Fig. 1: run 1, metal 1
Scale bar: 20 um. Supply wires on this layer in grey.
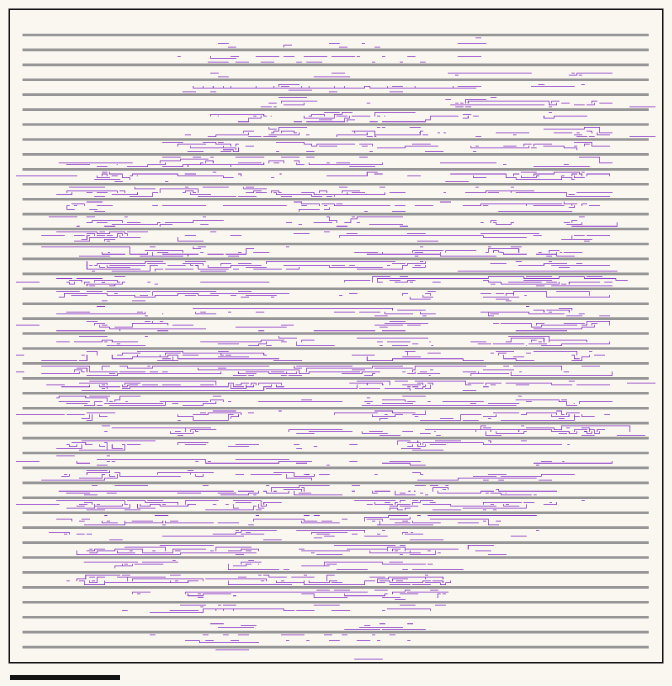
Fig. 2: run 1, metal 2
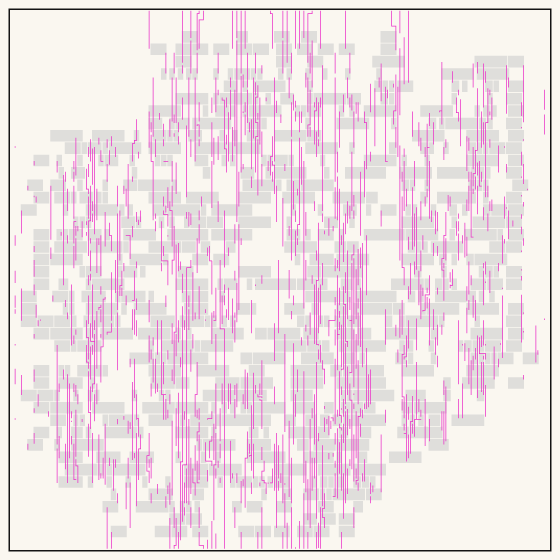
Fig. 3: run 1, signal wires on met3
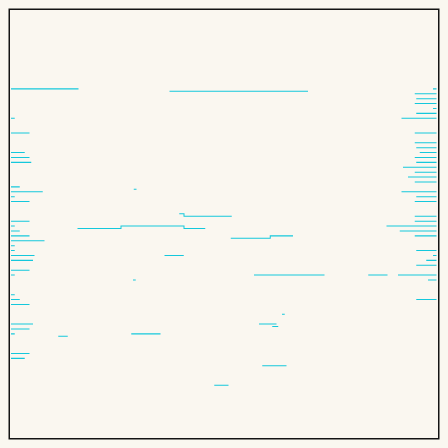
Fig. 4: run 1, routing congestion map
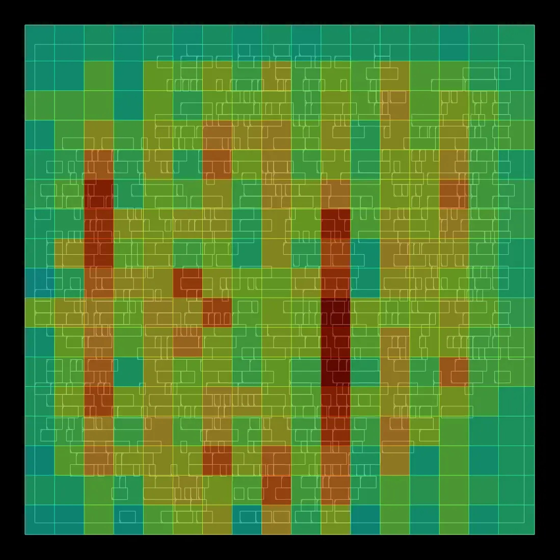
### config.mk
export PLATFORM = sky130hd
export DESIGN_NAME = cla_serial_add_seq
export DESIGN_NICKNAME = d
export VERILOG_FILES = /design/src/rtl/cla_serial_add_seq.sv
export SDC_FILE = /design/constraint.sdc
export NUM_CORES = 1
export LEC_CHECK = 0
export CAP_MARGIN = 20
export CORE_MARGIN = 2
export CORE_UTILIZATION = 35
export DETAILED_ROUTE_END_ITERATION = 7
export SLEW_MARGIN = 20
export SYNTH_ARGS = -nofsm -noshare
export SYNTH_HDL_FRONTEND = slang
export SYNTH_SLANG_ARGS = --single-unit
### constraint.sdc
create_clock -name clk -period 1.6 [get_ports clk]
set_input_delay 0.16 -clock clk [delete_from_list [all_inputs] [get_ports clk]]
set_output_delay 0.16 -clock clk [all_outputs]
set_load 0.02 [all_outputs]
### src/rtl/cla_serial_add_seq.sv
// rtl/cla_serial_add_seq.sv - multi-cycle wide adder reusing one 4-bit carry-lookahead slice per nibble
//
// Adds op1 + op2 + cin over NSLICE = WIDTH/4 clock beats, least-significant nibble first.
// One 4-bit carry-lookahead slice is shared by every beat. The carry between beats is held in a register.
// Valid/ready handshakes are used on both the operand side and the result side.
//
// Optional feature: define CLA_SEQ_SUB_EN to add the 'sub' input, which selects A - B.
//
// Ports:
//   clk        rising-edge clock
//   rst        synchronous reset, active-high
//   in_valid   operands and cin are valid
//   in_ready   block accepts an operation this cycle (combinational)
//   op1, op2   addends, WIDTH bits
//   cin        carry in
//   sub        (CLA_SEQ_SUB_EN only) 1 = compute op1 - op2, sampled at accept
//   res_valid  sum/cout/ovf valid (registered)
//   res_ready  consumer takes the result
//   sum        A+B+cin mod 2^WIDTH
//   cout       carry out of bit WIDTH-1
//   ovf        signed overflow

module cla_serial_add_seq #(
    parameter int WIDTH = 32
) (
    input  logic             clk,
    input  logic             rst,
    input  logic             in_valid,
    output logic             in_ready,
    input  logic [WIDTH-1:0] op1,
    input  logic [WIDTH-1:0] op2,
    input  logic             cin,
`ifdef CLA_SEQ_SUB_EN
    input  logic             sub,
`endif
    output logic             res_valid,
    input  logic             res_ready,
    output logic [WIDTH-1:0] sum,
    output logic             cout,
    output logic             ovf
);

    localparam int NSLICE = WIDTH / 4;
    localparam int CW     = (NSLICE > 1) ? $clog2(NSLICE) : 1;
    localparam logic [CW-1:0] LAST = CW'(NSLICE - 1);

    typedef enum logic [1:0] {IDLE, RUN, DONE} state_t;

    state_t           state;
    logic [CW-1:0]    cnt;
    logic [WIDTH-1:0] a_q;
    logic [WIDTH-1:0] b_q;
    logic             carry_q;
    logic [WIDTH-1:0] sum_q;
    logic             cout_q;
    logic             ovf_q;
    logic             res_valid_q;

    // Operand B and carry-in as loaded at accept; subtraction is A + ~B + 1.
    logic [WIDTH-1:0] b_load;
    logic             c_load;

    always_comb begin
        b_load = op2;
        c_load = cin;
`ifdef CLA_SEQ_SUB_EN
        if (sub) begin
            b_load = ~op2;
            c_load = 1'b1;
        end
`endif
    end

    // 4-bit carry-lookahead slice on the low nibble of the shifting operand registers.
    logic [3:0] sl_a, sl_b, sl_p, sl_g, sl_s;
    logic [4:0] sl_c;

    always_comb begin
        sl_a    = a_q[3:0];
        sl_b    = b_q[3:0];
        sl_p    = sl_a ^ sl_b;
        sl_g    = sl_a & sl_b;
        sl_c[0] = carry_q;
        sl_c[1] = sl_g[0] | (sl_p[0] & sl_c[0]);
        sl_c[2] = sl_g[1] | (sl_p[1] & sl_g[0]) | (sl_p[1] & sl_p[0] & sl_c[0]);
        sl_c[3] = sl_g[2] | (sl_p[2] & sl_g[1]) | (sl_p[2] & sl_p[1] & sl_g[0])
                | (sl_p[2] & sl_p[1] & sl_p[0] & sl_c[0]);
        sl_c[4] = sl_g[3] | (sl_p[3] & sl_g[2]) | (sl_p[3] & sl_p[2] & sl_g[1])
                | (sl_p[3] & sl_p[2] & sl_p[1] & sl_g[0])
                | (sl_p[3] & sl_p[2] & sl_p[1] & sl_p[0] & sl_c[0]);
        sl_s    = sl_p ^ sl_c[3:0];
    end

    // A waiting result is retired on the same edge that a new operation loads.
    assign in_ready = (state == IDLE) | ((state == DONE) & res_ready);

    logic accept;
    assign accept = in_valid & in_ready;

    always_ff @(posedge clk) begin
        if (rst) begin
            state       <= IDLE;
            cnt         <= '0;
            a_q         <= '0;
            b_q         <= '0;
            carry_q     <= 1'b0;
            sum_q       <= '0;
            cout_q      <= 1'b0;
            ovf_q       <= 1'b0;
            res_valid_q <= 1'b0;
        end else begin
            case (state)
                IDLE: begin
                    if (accept) begin
                        a_q     <= op1;
                        b_q     <= b_load;
                        carry_q <= c_load;
                        cnt     <= '0;
                        state   <= RUN;
                    end
                end
                RUN: begin
                    a_q     <= a_q >> 4;
                    b_q     <= b_q >> 4;
                    sum_q   <= {sl_s, sum_q[WIDTH-1:4]};
                    carry_q <= sl_c[4];
                    cnt     <= cnt + 1'b1;
                    if (cnt == LAST) begin
                        cout_q      <= sl_c[4];
                        // The carry into bit 3 of the final slice is the carry into the MSB.
                        ovf_q       <= sl_c[3] ^ sl_c[4];
                        res_valid_q <= 1'b1;
                        state       <= DONE;
                    end
                end
                DONE: begin
                    if (res_ready) begin
                        res_valid_q <= 1'b0;
                        if (in_valid) begin
                            a_q     <= op1;
                            b_q     <= b_load;
                            carry_q <= c_load;
                            cnt     <= '0;
                            state   <= RUN;
                        end else begin
                            state <= IDLE;
                        end
                    end
                end
                default: state <= IDLE;
            endcase
        end
    end

    assign res_valid = res_valid_q;
    assign sum       = sum_q;
    assign cout      = cout_q;
    assign ovf       = ovf_q;

endmodule

==> results_dict.tcl, run 1 <==
# flow metrics
set metrics [dict create \
    clk_latency_ps 340 \
    synth-area-yosys_um2 4612 \
    first_pass_iters 5 \
    seq_cells 105 \
    ys_types 34 \
    grt_setup_unrepaired "false" \
    drt.antenna.violating_nets 0 \
    cp_num_buf_inv 2 \
    hold_slack_ps 201.7 \
    ys_sh_xor_pct 0.1899 \
    buffers 126 \
    p_sw_uw 1574 \
    crit_path_start_kind "flip-flop" \
    detail_route.wl_per_cell_um 13.29 \
    fp-utilization_pct 36.25 \
    top_layer_used "met4" \
    synthMuxAreaShare_pct 1.953 \
    io_pins 105 \
    place_ws_ps -124.9 \
    layout.cells.non_filler 818 \
    numSynthFlops 105 \
    ys_sh_simple_pct 22.49 \
    max_slew_margin_pct 78.10 \
    grt_usage_pct 15.41 \
    power_frac_seq_pct 46.1 \
    dp_hpwl_um 7671 \
    powerComb_uw 965 \
    cp_top_family "buffers and inverters" \
    num_rows 41 \
    finalInstanceArea_um2 6248 \
    topCombFamilyByArea "simple AND/OR/NAND/NOR gates" \
    top_cells_by_area "dfxtp_1 (46%), nand2_1 (14%), a311oi_2 (8.1%)" \
    whs_endpoint "cnt[2]" \
    fillers 1267 \
    core_um2 12720 \
    fin_crit_ps 1520 \
    clkSlewWorstSetupHoldPaths_ps 70 \
    globalRouteMet3Util_pct 2.558 \
    tns_ps 0 \
    synth.avg_cell_area_um2 8.370 \
    chipArea_um2 14110 \
    holdCritStartpoint "rst" \
    setup_viol 0 \
    slew_viol_final 0 \
    syn_area_um2 4612 \
    seq_share_pct 33.66 \
    synthArstFlopShare_pct 0 \
    cp_slowest_cell "dfxtp_2" \
    status "completed" \
    dr_wl_met2_um 5116 \
    cts_setup_buffers 0 \
    place_area_um2 5887 \
    cts_hold_buf 0 \
    p_int_uw 4643 \
    top_cell "nand2_1" \
    syn_to_final_growth_pct 35.49 \
    antenna_found_initial 1 \
    p_leak_uw 0.002327 \
    lay_top_count "nand2_1" \
    powerDensity_nw_per_um2 995.0 \
    cp-startpoint "state[0]" \
    overflow 0 \
    endpoint "in_ready" \
    comb_area_um2 2266 \
    ir_worst_vdd_uv 608.3 \
    ys_cells 551 \
    die_w_um 118.8 \
    comb_cells 392 \
    clock_path_buffers 2 \
    powerSeq_uw 2870 \
    place.gp.congestion 0.7906 \
    yosysWarnings 0 \
    syn_nets 627 \
    largest_class "combinational gates" \
    warning_count 26 \
    crit_arrival_ps 1360 \
    n_tap_cell 172 \
    drive_gt1_share_pct 11.63 \
    timing.fmax_ghz 0.6579 \
    min_path_type "in -> reg" \
    synthTopCellsByCount "nand2_1 (173), dfxtp_1 (105), nor2_1 (70)" \
    worstReg2RegEnd "ovf" \
    vias_per_cell 4.907 \
    p_clk_uw 2380 \
    clock_sinks 105 \
    grt_pass1_vias 3892 \
]
-- Fig. 1 (at the start) --
625 nets have wire on it. The longest straight run is 36.3 um. The wires run mostly horizontal. The layer holds 48% of the routed length.

-- Fig. 2 (at the start) --
The wires run mostly vertical. The layer holds 47% of the routed length. The layer carries 5,120 um of wire. 600 nets have wire on it. The longest straight run is 48.3 um.
GRT met2 Usage: 25.65%
DR vias: 4,014
Routed WL: 10,870 um

-- Fig. 3 (at the start) --
The longest straight run is 38.2 um. The layer holds 4.3% of the routed length. The wires run mostly horizontal. 71 nets have wire on it. The layer carries 471 um of wire.

-- Fig. 4 (at the start) --
GRT met1 Usage: 20.41%
most used routing layer: met2

--- run 2 (diff from run 1) ---
- CTS_CLUSTER_SIZE: not set -> 10
==> results_dict.tcl, run 2 <==
# flow metrics
set metrics [dict create \
    grt_setup_unrepaired "false" \
    seq_area_um2 2103 \
    dp_hpwl_um 7671 \
    finalInstanceArea_um2 6248 \
    p_leak_uw 0.002327 \
    ys_sh_xor_pct 0.1899 \
    io_pins 105 \
    vias 4014 \
    ys_types 34 \
    largest_class "combinational gates" \
    top_layer_used "met4" \
    io_buffer_count 104 \
    dr_wl_met2_um 5116 \
    slew_viol_final 0 \
    layout.cells.non_filler 818 \
    busiest_layer "met2" \
    ir_worst_vdd_uv 608.3 \
    setup_ws_ps 79.98 \
    seq_cells 105 \
    cp_num_buf_inv 2 \
    warning_count 26 \
    core_um2 12720 \
    setup.worst_path.class "reg -> out" \
    vias_per_cell 4.907 \
    fillers 1267 \
    p_sw_share_pct 25.31 \
    top_cell "nand2_1" \
    first_pass_iters 5 \
    grt_pass1_vias 3892 \
    place_ws_ps -124.9 \
    synthMuxAreaShare_pct 1.953 \
    synth_cells 551 \
    layout_top_cells "nand2_1 (173), dfxtp_1 (104), clkdlybuf4s50_1 (102)" \
    clock_path_buffers 2 \
    clock_sinks 105 \
    die_w_um 118.8 \
    ys_sh_simple_pct 22.49 \
    powerDensity_nw_per_um2 995.0 \
    comb_area_um2 2266 \
    antenna_found_initial 1 \
    comb_cells 392 \
    grt_util_met1_pct 20.41 \
    syn_area_um2 4612 \
    grt.met2_usage_pct 25.65 \
    grt_pass1_wl_um 18060 \
    buffers 126 \
    adder_share_pct 2.062 \
    ys_cells 551 \
    p_int_uw 4643 \
    cts-root-buf "clkbuf_16" \
    cts_tree "built" \
    numSynthFlops 105 \
    cts_setup_buffers 0 \
    fp-utilization_pct 36.25 \
    synth-area-yosys_um2 4612 \
    fin_crit_ps 1520 \
    holdCritStartpoint "rst" \
    powerSeq_uw 2870 \
    min_path_type "in -> reg" \
    p_clk_uw 2380 \
    overflow 0 \
    worstReg2RegEnd "ovf" \
    whs_endpoint "cnt[2]" \
    syn_nets 627 \
    synthArstFlopShare_pct 0 \
    hold_slack_ps 201.7 \
    synth.avg_cell_area_um2 8.370 \
    seq_share_pct 33.66 \
    cp_slowest_cell "dfxtp_2" \
    place_area_um2 5887 \
    yosysWarnings 0 \
    topCombFamilyByArea "simple AND/OR/NAND/NOR gates" \
    max_slew_margin_pct 78.10 \
    powerComb_uw 965 \
    crit_path_start_kind "flip-flop" \
    power_frac_seq_pct 46.1 \
    syn_to_final_growth_pct 35.49 \
    synthTopCellsByCount "nand2_1 (173), dfxtp_1 (105), nor2_1 (70)" \
    cp-startpoint "state[0]" \
    clkSlewWorstSetupHoldPaths_ps 70 \
    top_cells_by_area "dfxtp_1 (46%), nand2_1 (14%), a311oi_2 (8.1%)" \
    drt.antenna.violating_nets 0 \
    status "completed" \
    grt_usage_pct 15.41 \
    place.gp.congestion 0.7906 \
    reg2reg_depth 5 \
    chipArea_um2 14110 \
    clkCellAreaFrac_pct 5.186 \
    cp_top_family "buffers and inverters" \
    timing.fmax_ghz 0.6579 \
    p_sw_uw 1574 \
    lay_top_count "nand2_1" \
    n_tap_cell 172 \
    setup_viol 0 \
    clk_latency_ps 340 \
    endpoint "in_ready" \
    cts_hold_buf 0 \
    crit_arrival_ps 1360 \
    tns_ps 0 \
]
Fig. 5: run 2, routing congestion map
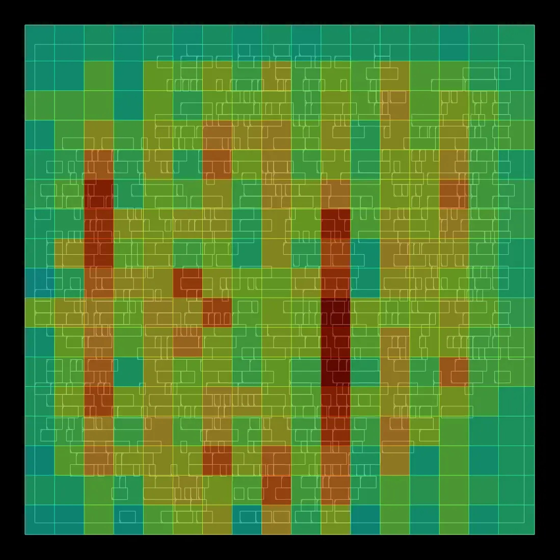
fin util: 49.11%
wire per inst: 13.29 um

Fig. 6: run 2, signal wires on met3
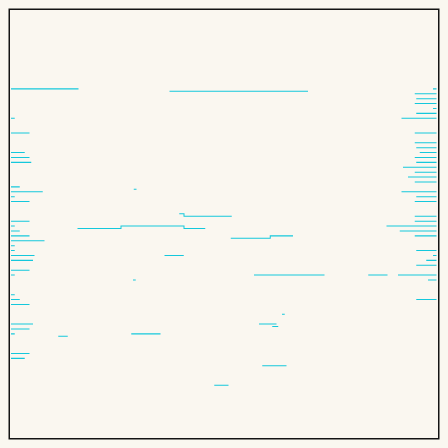
GRT met3 Usage: 2.558%

